**src/rtl/move_select.sv**
```systemverilog
// Move selector: collects scored board candidates over one round and reports
// the first highest-scoring legal, unoccupied cell together with an accept count.
module move_select #(
    parameter int BOARD_W = 15,
    parameter int SCORE_W = 25
) (
    input  logic               i_clk,
    input  logic               i_rst,
    input  logic               i_start,
    input  logic               i_valid,
    input  logic [3:0]         i_row,
    input  logic [3:0]         i_col,
    input  logic               i_occupied,
    input  logic [SCORE_W-1:0] i_score,
    input  logic               i_last,
    output logic               o_busy,
    output logic               o_done,
    output logic               o_found,
    output logic [3:0]         o_best_row,
    output logic [3:0]         o_best_col,
    output logic [SCORE_W-1:0] o_best_score,
    output logic [7:0]         o_count
);

    typedef enum logic [1:0] {IDLE, COLLECT, DONE} state_t;

    localparam logic [4:0] BOARD_LIM = 5'(BOARD_W);

    state_t             state_q;
    logic               busy_q;
    logic               done_q;
    logic               found_q;
    logic [3:0]         row_q;
    logic [3:0]         col_q;
    logic [SCORE_W-1:0] score_q;
    logic [7:0]         count_q;
    logic [7:0]         count_d;
    logic               accept;
    logic               better;

    always_comb begin
        accept  = i_valid && !i_occupied &&
                  ({1'b0, i_row} < BOARD_LIM) && ({1'b0, i_col} < BOARD_LIM);
        // Strict compare keeps the earlier candidate on a tie.
        better  = !found_q || (i_score > score_q);
        count_d = (count_q == 8'hFF) ? count_q : count_q + 8'd1;
    end

    always_ff @(posedge i_clk or posedge i_rst) begin
        if (i_rst) begin
            state_q <= IDLE;
            busy_q  <= 1'b0;
            done_q  <= 1'b0;
            found_q <= 1'b0;
            row_q   <= 4'hF;
            col_q   <= 4'hF;
            score_q <= '0;
            count_q <= '0;
        end else if (i_start && state_q != DONE) begin
            // A start in COLLECT restarts the round exactly like a fresh one.
            state_q <= COLLECT;
            busy_q  <= 1'b1;
            done_q  <= 1'b0;
            found_q <= 1'b0;
            row_q   <= 4'hF;
            col_q   <= 4'hF;
            score_q <= '0;
            count_q <= '0;
        end else begin
            case (state_q)
                IDLE: begin
                    busy_q <= 1'b0;
                    done_q <= 1'b0;
                end
                COLLECT: begin
                    if (accept) begin
                        count_q <= count_d;
                        if (better) begin
                            found_q <= 1'b1;
                            row_q   <= i_row;
                            col_q   <= i_col;
                            score_q <= i_score;
                        end
                    end
                    if (i_valid && i_last) begin
                        state_q <= DONE;
                        done_q  <= 1'b1;
                    end
                end
                DONE: begin
                    state_q <= IDLE;
                    busy_q  <= 1'b0;
                    done_q  <= 1'b0;
                end
                default: begin
                    state_q <= IDLE;
                    busy_q  <= 1'b0;
                    done_q  <= 1'b0;
                end
            endcase
        end
    end

    assign o_busy       = busy_q;
    assign o_done       = done_q;
    assign o_found      = found_q;
    assign o_best_row   = row_q;
    assign o_best_col   = col_q;
    assign o_best_score = score_q;
    assign o_count      = count_q;

endmodule
```
**config.mk**
```make
export PLATFORM = sky130hd
export DESIGN_NAME = move_select
export DESIGN_NICKNAME = d
export VERILOG_FILES = /design/src/rtl/move_select.sv
export SDC_FILE = /design/constraint.sdc
export NUM_CORES = 1
export LEC_CHECK = 0
export CELL_PAD_IN_SITES_DETAIL_PLACEMENT = 1
export CELL_PAD_IN_SITES_GLOBAL_PLACEMENT = 1
export CORE_MARGIN = 8
export CORE_UTILIZATION = 35
export CTS_BUF_LIST = sky130_fd_sc_hd__clkbuf_16
export DETAILED_ROUTE_END_ITERATION = 10
export PLACE_DENSITY_LB_ADDON = 0.1
export SYNTH_ARGS = -nofsm -noshare
export SYNTH_HDL_FRONTEND = slang
export SYNTH_SLANG_ARGS = --single-unit
```
**constraint.sdc**
```tcl
create_clock -name i_clk -period 3.4 [get_ports i_clk]
set_input_delay 1.02 -clock i_clk [delete_from_list [all_inputs] [get_ports i_clk]]
set_output_delay 1.02 -clock i_clk [all_outputs]
set_load 0.03 [all_outputs]
```
Run 1, logic cells by family:
The bar under the picture is 20 um long.
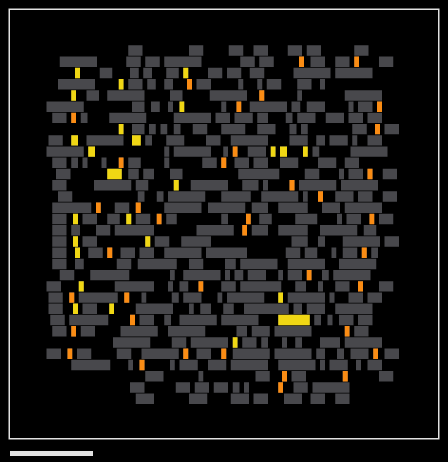
[orange] inv cells | cells: 38
[yellow] nor cells | cells: 25
most used logic cell in the final layout: clkdlybuf4s50_1
Comb area share: 0.353
count of non-filler cells in the finished layout: 463

Run 1, register map, names as in the netlist:
The bar under the picture is 20 um long. Other sequential cells in the stronger gray, the rest of the logic in the fainter gray.
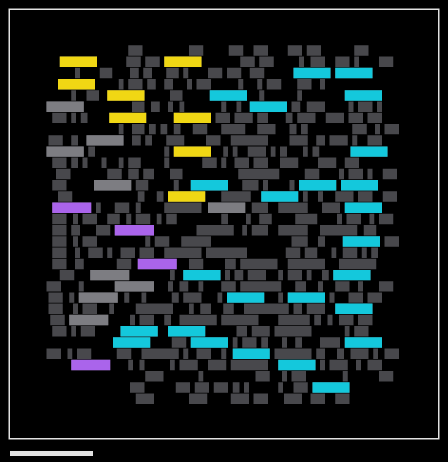
[yellow] `o_count` | flops: 8
[cyan] `o_best_score` | flops: 25
[purple] `o_best_col` | flops: 4 | where: west

Run 1, cells colored by class:
The bar under the picture is 20 um long. Fill, decap, tap and diode cells in gray.
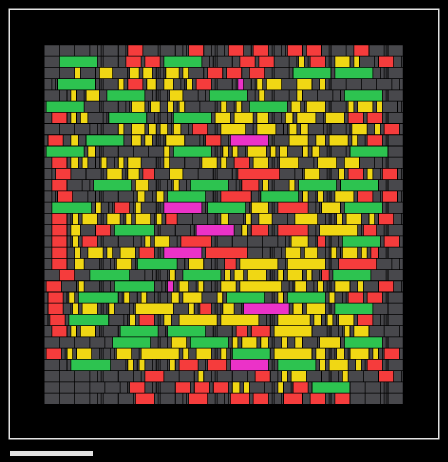
[yellow] combinational and other logic | cells: 211 | share of their area: 40%
[red] remaining buffers and delay cells | cells: 96 | share of their area: 26%
[green] sequential cells | cells: 46 | share of their area: 29%
[magenta] clock drivers and dummy loads | cells: 8 | share of their area: 4.1%

==> results.txt, run 1 <==
Implementation progress

The flow ran to the end, and the final reports show no timing, DRC or antenna violations. The tightest min-delay check is of the reg -> reg type. The worst register-to-register path has a setup slack of 0.51 ns.

The non-clock inverter count in the final layout stands at 38. The number of failing setup endpoints in the final timing report stands at 0. The data arrival time at the worst-slack endpoint stands at approximately 3.5 ns. Global routing finished with a remaining overflow of 0. After floorplanning, the die was sized to cover 10700 um^2. After clock tree synthesis, the setup repair step added 4 buffers.

The clock period could shrink to 3.33 ns. The launch point of the worst register-to-register path is recorded as o_best_score[12]. STA classifies the critical path endpoint as a flop. The layout summary lists the proportion of cells stronger than drive strength 1 as 0.155.

The sum of routed wire length over all layers stands at 8.19 mm. The max-slew check reports its worst relative slack as 0.655. The synthesized net count stands at 330. The number of I/O port buffers stands at roughly 82. The script logs the mean routed wire length per placed instance as 17.7 um.

The initial DRC count stands at roughly 48. Global route summary, busiest routing layer listed as met2. The critical path is of the in -> reg type.

The layout report lists the non-clock buffer share of cell area as 0.256. The number of sinks driven by the clock tree stands at 46. The power in the clock group stands at 0.547 mW.

The global routing report lists met2 layer usage as 0.269. The critical path depth in cells stands at 10. At the placement stage, the worst setup path has a slack of -0.406 ns. The worst setup path is launched from an input pin. The tightest hold path in the finished design has a slack of 0.469 ns. Of the total power, registers draw 0.354.

Of the total power, combinational logic draws 0.348. The number of buffers inserted for hold repair after clock tree synthesis stands at 0. The core area stands at 7570 um^2. For the worst min-delay path, the startpoint reported by OpenROAD is o_best_col[1].

The clock slew seen by the registers of the worst setup and hold paths stands at 0.06 ns. The total chip power stands at 1.83 mW. According to the timing report, the critical path is launched from i_score[9].

The synthesis-to-layout area growth stands at 51.7%. TritonCTS built the clock tree. The routed metal-1 wirelength stands at 3.53 mm. The floorplan has 32 rows.

The global-route wire length before repair stands at between 10 and 15 mm. 83 I/O pins were placed. The number of failing hold endpoints at the final stage stands at 0. Post-synthesis, Yosys gives the total cell area as 2690 um^2. In the routed layout, each cell is associated on average with a via count of 4.86.

The most critical setup path has its endpoint at o_best_score[15]. The maximum root-to-sink buffer count stands at 2. The global routing met1 resource utilization stands at 0.181. The global routing report lists met3 layer usage as 0.0353. The script parses the final routing iteration and logs DRC violations as 0. Counting flops with an async set or reset pin after synthesis yields a share of 1.00. The synth_stat.txt file lists the number of cells as 265.

The share of total power dissipated in the clock network is 0.298. Summed over all instances, the cell type with the most area after synthesis is dfrtp_1. Synthesis handed over a netlist of 265 instances. The die width stands at 104 um.

The worst register-to-register path ends at o_best_score[15]. The combinational gate count stands at 173. The cell sitting at the root of the clock tree is a clkbuf_16. The sequential share of cell area stands at 0.285. The mean instance size in the synthesized netlist stands at 10.1 um^2. The post-placement cell area is 3620 um^2.
==> run 1: placed cells by master, fill, tap and decap left out, drive strengths merged, types with 9 or more instances in the layout <==
master / instances
clkdlybuf4s50: 70
nand2: 35
dfrtp: 38
mux2i: 33
inv: 40
a21oi: 9
buf: 13
nand4: 9
clkbuf: 9
nor2: 19
ha: 26
==> run 1: cells by family after synthesis <==
logic type | share of synthesized area
flip-flops | 0.432
AND-OR/OR-AND | 0.0717
buffers and inverters | 0.0907
multiplexers | 0.123
XOR/XNOR | 0.0228
adder cells (fa/ha/maj) | 0.121
AND/OR/NAND/NOR | 0.139
==> run 1: registers in the layout (all words and copies together), names as in the netlist <==
signal,count
o_count,8
o_found,1
state_q,2
o_busy,1
o_best_col,4
o_best_row,4
o_best_score,25
o_done,1
Run 1, routed metal, one color a layer:
The bar under the picture is 20 um long.
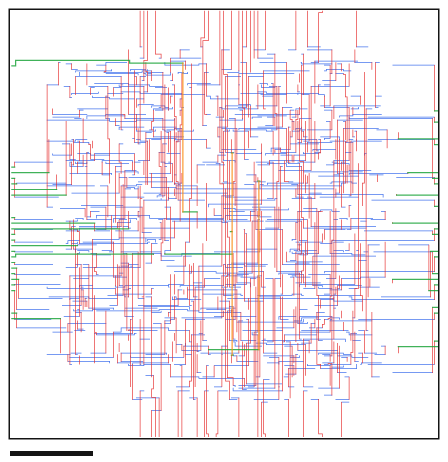

==> run 1 -> run 2 <==
Settings changed: CAP_MARGIN set to 20, PLACE_DENSITY set to 0.8, PLACE_DENSITY_LB_ADDON 0.1 to unset.
Run 2, routed metal, one color a layer:
The bar under the picture is 20 um long.
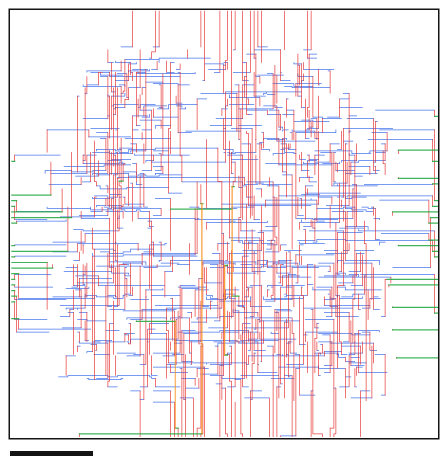
[green] metal 3 | wire length: 247 um
[blue] metal 1 | wire length: 3270 um
[red] metal 2 | wire length: 4180 um
[orange] metal 4 | wire length: 130 um

==> run 2 against run 1 <==
Against the previous run:
- sequential cell count unchanged
- via count up 1.2%
- clock power fell by 14%
- die size unchanged
- first-iteration DRC count decreased by 56%
- worst hold slack gained 0.00088 ns
- core utilization fell by 1.1 points
- synthesized area unchanged
- combinational power shrank 3.9%
- maximum frequency is 0.25% higher
- critical path depth unchanged
==> results.txt, run 2 <==
Implementation progress

The reg-to-reg startpoint is o_best_score[10] (was o_best_score[12]). The number of failing setup endpoints in the final timing report stands at 0 (unchanged). The clock root buffer is clkbuf_16 (unchanged). The endpoint of the most critical setup path was o_best_score[0] (was o_best_score[15]). The critical path depth in cells is 10 (unchanged). The global routing met1 resource utilization came to 0.164 (was 0.181). The area enclosed by the die boundary came to 10700 um^2 (unchanged).

The yosys-reported design area after synthesis stands at 2690 um^2 (unchanged). The DRC violation count after routing came to 0 (unchanged). The cell taking the most area after synthesis is dfrtp_1 (unchanged). The share of flip-flops with an asynchronous set or reset after synthesis was 1.00 (unchanged). The most crowded layer after global routing is met2 (unchanged). The time the final worst path needs with I/O delays and setup stands at 3.32 ns (was 3.33 ns). The power in the clock group was 0.468 mW (was 0.547 mW). The synthesis-to-layout area growth stands at 48.5% (was 51.7%). The maximum root-to-sink buffer count is 2 (unchanged). The part of the total power dissipated in combinational logic stands at 0.354 (was 0.348). The flip-flop count of the largest register after layout stands at 25 (unchanged).

The synthesized net count came to 330 (unchanged). The clock tree from TritonCTS was done (unchanged). Outcome: complete, no violations (unchanged). The clock power share stands at 0.270 (was 0.298). The fraction of layout cells with a size suffix above 1 stands at 0.155 (unchanged). The most frequent logic cell in the layout was clkdlybuf4s50_1 (unchanged). The total congestion overflow after global routing is 0 (unchanged).

The routed metal-1 wirelength stands at 3.27 mm (was 3.53 mm). The number of sinks driven by the clock tree was 46 (unchanged). The mean instance size in the synthesized netlist stands at 10.1 um^2 (unchanged).

The endpoint of the worst-slack reg-to-reg timing path was o_best_score[0] (was o_best_score[15]). The sum of routed wire length over all layers was 7.83 mm (was 8.19 mm). The I/O pin total stands at 83 (unchanged). The number of I/O port buffers stands at 82 (unchanged). The global-route wire length before repair stands at 13.0 mm (was 13.6 mm). The simple-gate share of the synthesized area is 0.139 (unchanged). The instance tally after logic synthesis is 265 (unchanged). The kind of end point of the critical path is a flop (unchanged). The launching element of the worst setup path is i_score[15] (was i_score[9]). The part of the total power dissipated in sequential elements stands at 0.376 (was 0.354). The clock slew seen by the registers of the worst setup and hold paths stands at 0.06 ns (about the same). The adder-cell share of the synthesized area stands at 0.121 (unchanged).

Most numerous logic cells after layout: clkdlybuf4s50_1 (68), dfrtp_1 (38), inv_1 (37), nand2_1 (33), mux2i_1 (29) (was clkdlybuf4s50_1 (70), inv_1 (38), dfrtp_1 (38), nand2_1 (33), mux2i_1 (32)). The total chip power is 1.73 mW (was 1.83 mW). The met3 usage was 0.0242 (was 0.0353). The initial DRC count stands at 21 (was 48). The core area is 7570 um^2 (unchanged). The wire length per cell after detailed routing stands at 16.9 um (was 17.7 um). The met2 layer usage reported by global route came to 0.268 (was 0.269).
Run 2, register map, names as in the netlist:
The bar under the picture is 20 um long. Other sequential cells in the stronger gray, the rest of the logic in the fainter gray.
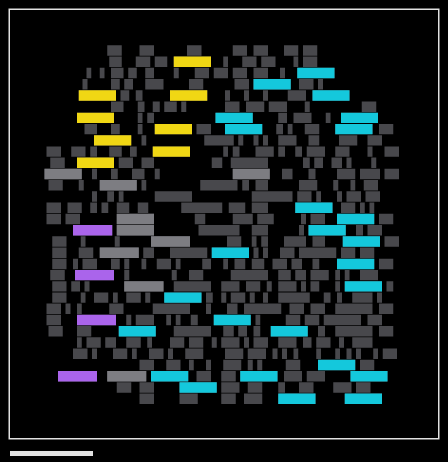
[cyan] `o_best_score` | flops: 25
[yellow] `o_count` | flops: 8
[purple] `o_best_col` | flops: 4
P_seq: 0.650 mW
Sequential cell area: 1160 um^2
post-layout util: 0.528

[run 2: cell counts after synthesis]
Identical to the previous run, type by type.
[run 2: cell type report]
| type | count | area [um^2] | area share |
|---|---|---|---|
| Tap cell | 102 | 128 | 0.0320 |
| Clock buffer | 5 | 125 | 0.0313 |
| Sequential cell | 46 | 1160 | 0.291 |
| Timing Repair Buffer | 96 | 998 | 0.250 |
| Inverter | 38 | 143 | 0.0357 |
| Clock inverter | 3 | 12.5 | 0.00313 |
| Multi-Input combinational cell | 173 | 1430 | 0.357 |
[run 2: timing repair]
item,4_1_cts,5_1_grt
gates resized,10,34
setup buffers,2,2
setup endpoints to repair,33,33
hold buffers,0,0
pin swaps,3,18
gates cloned,2,0
No activity file was given, so power comes from the tool's default toggle rates.
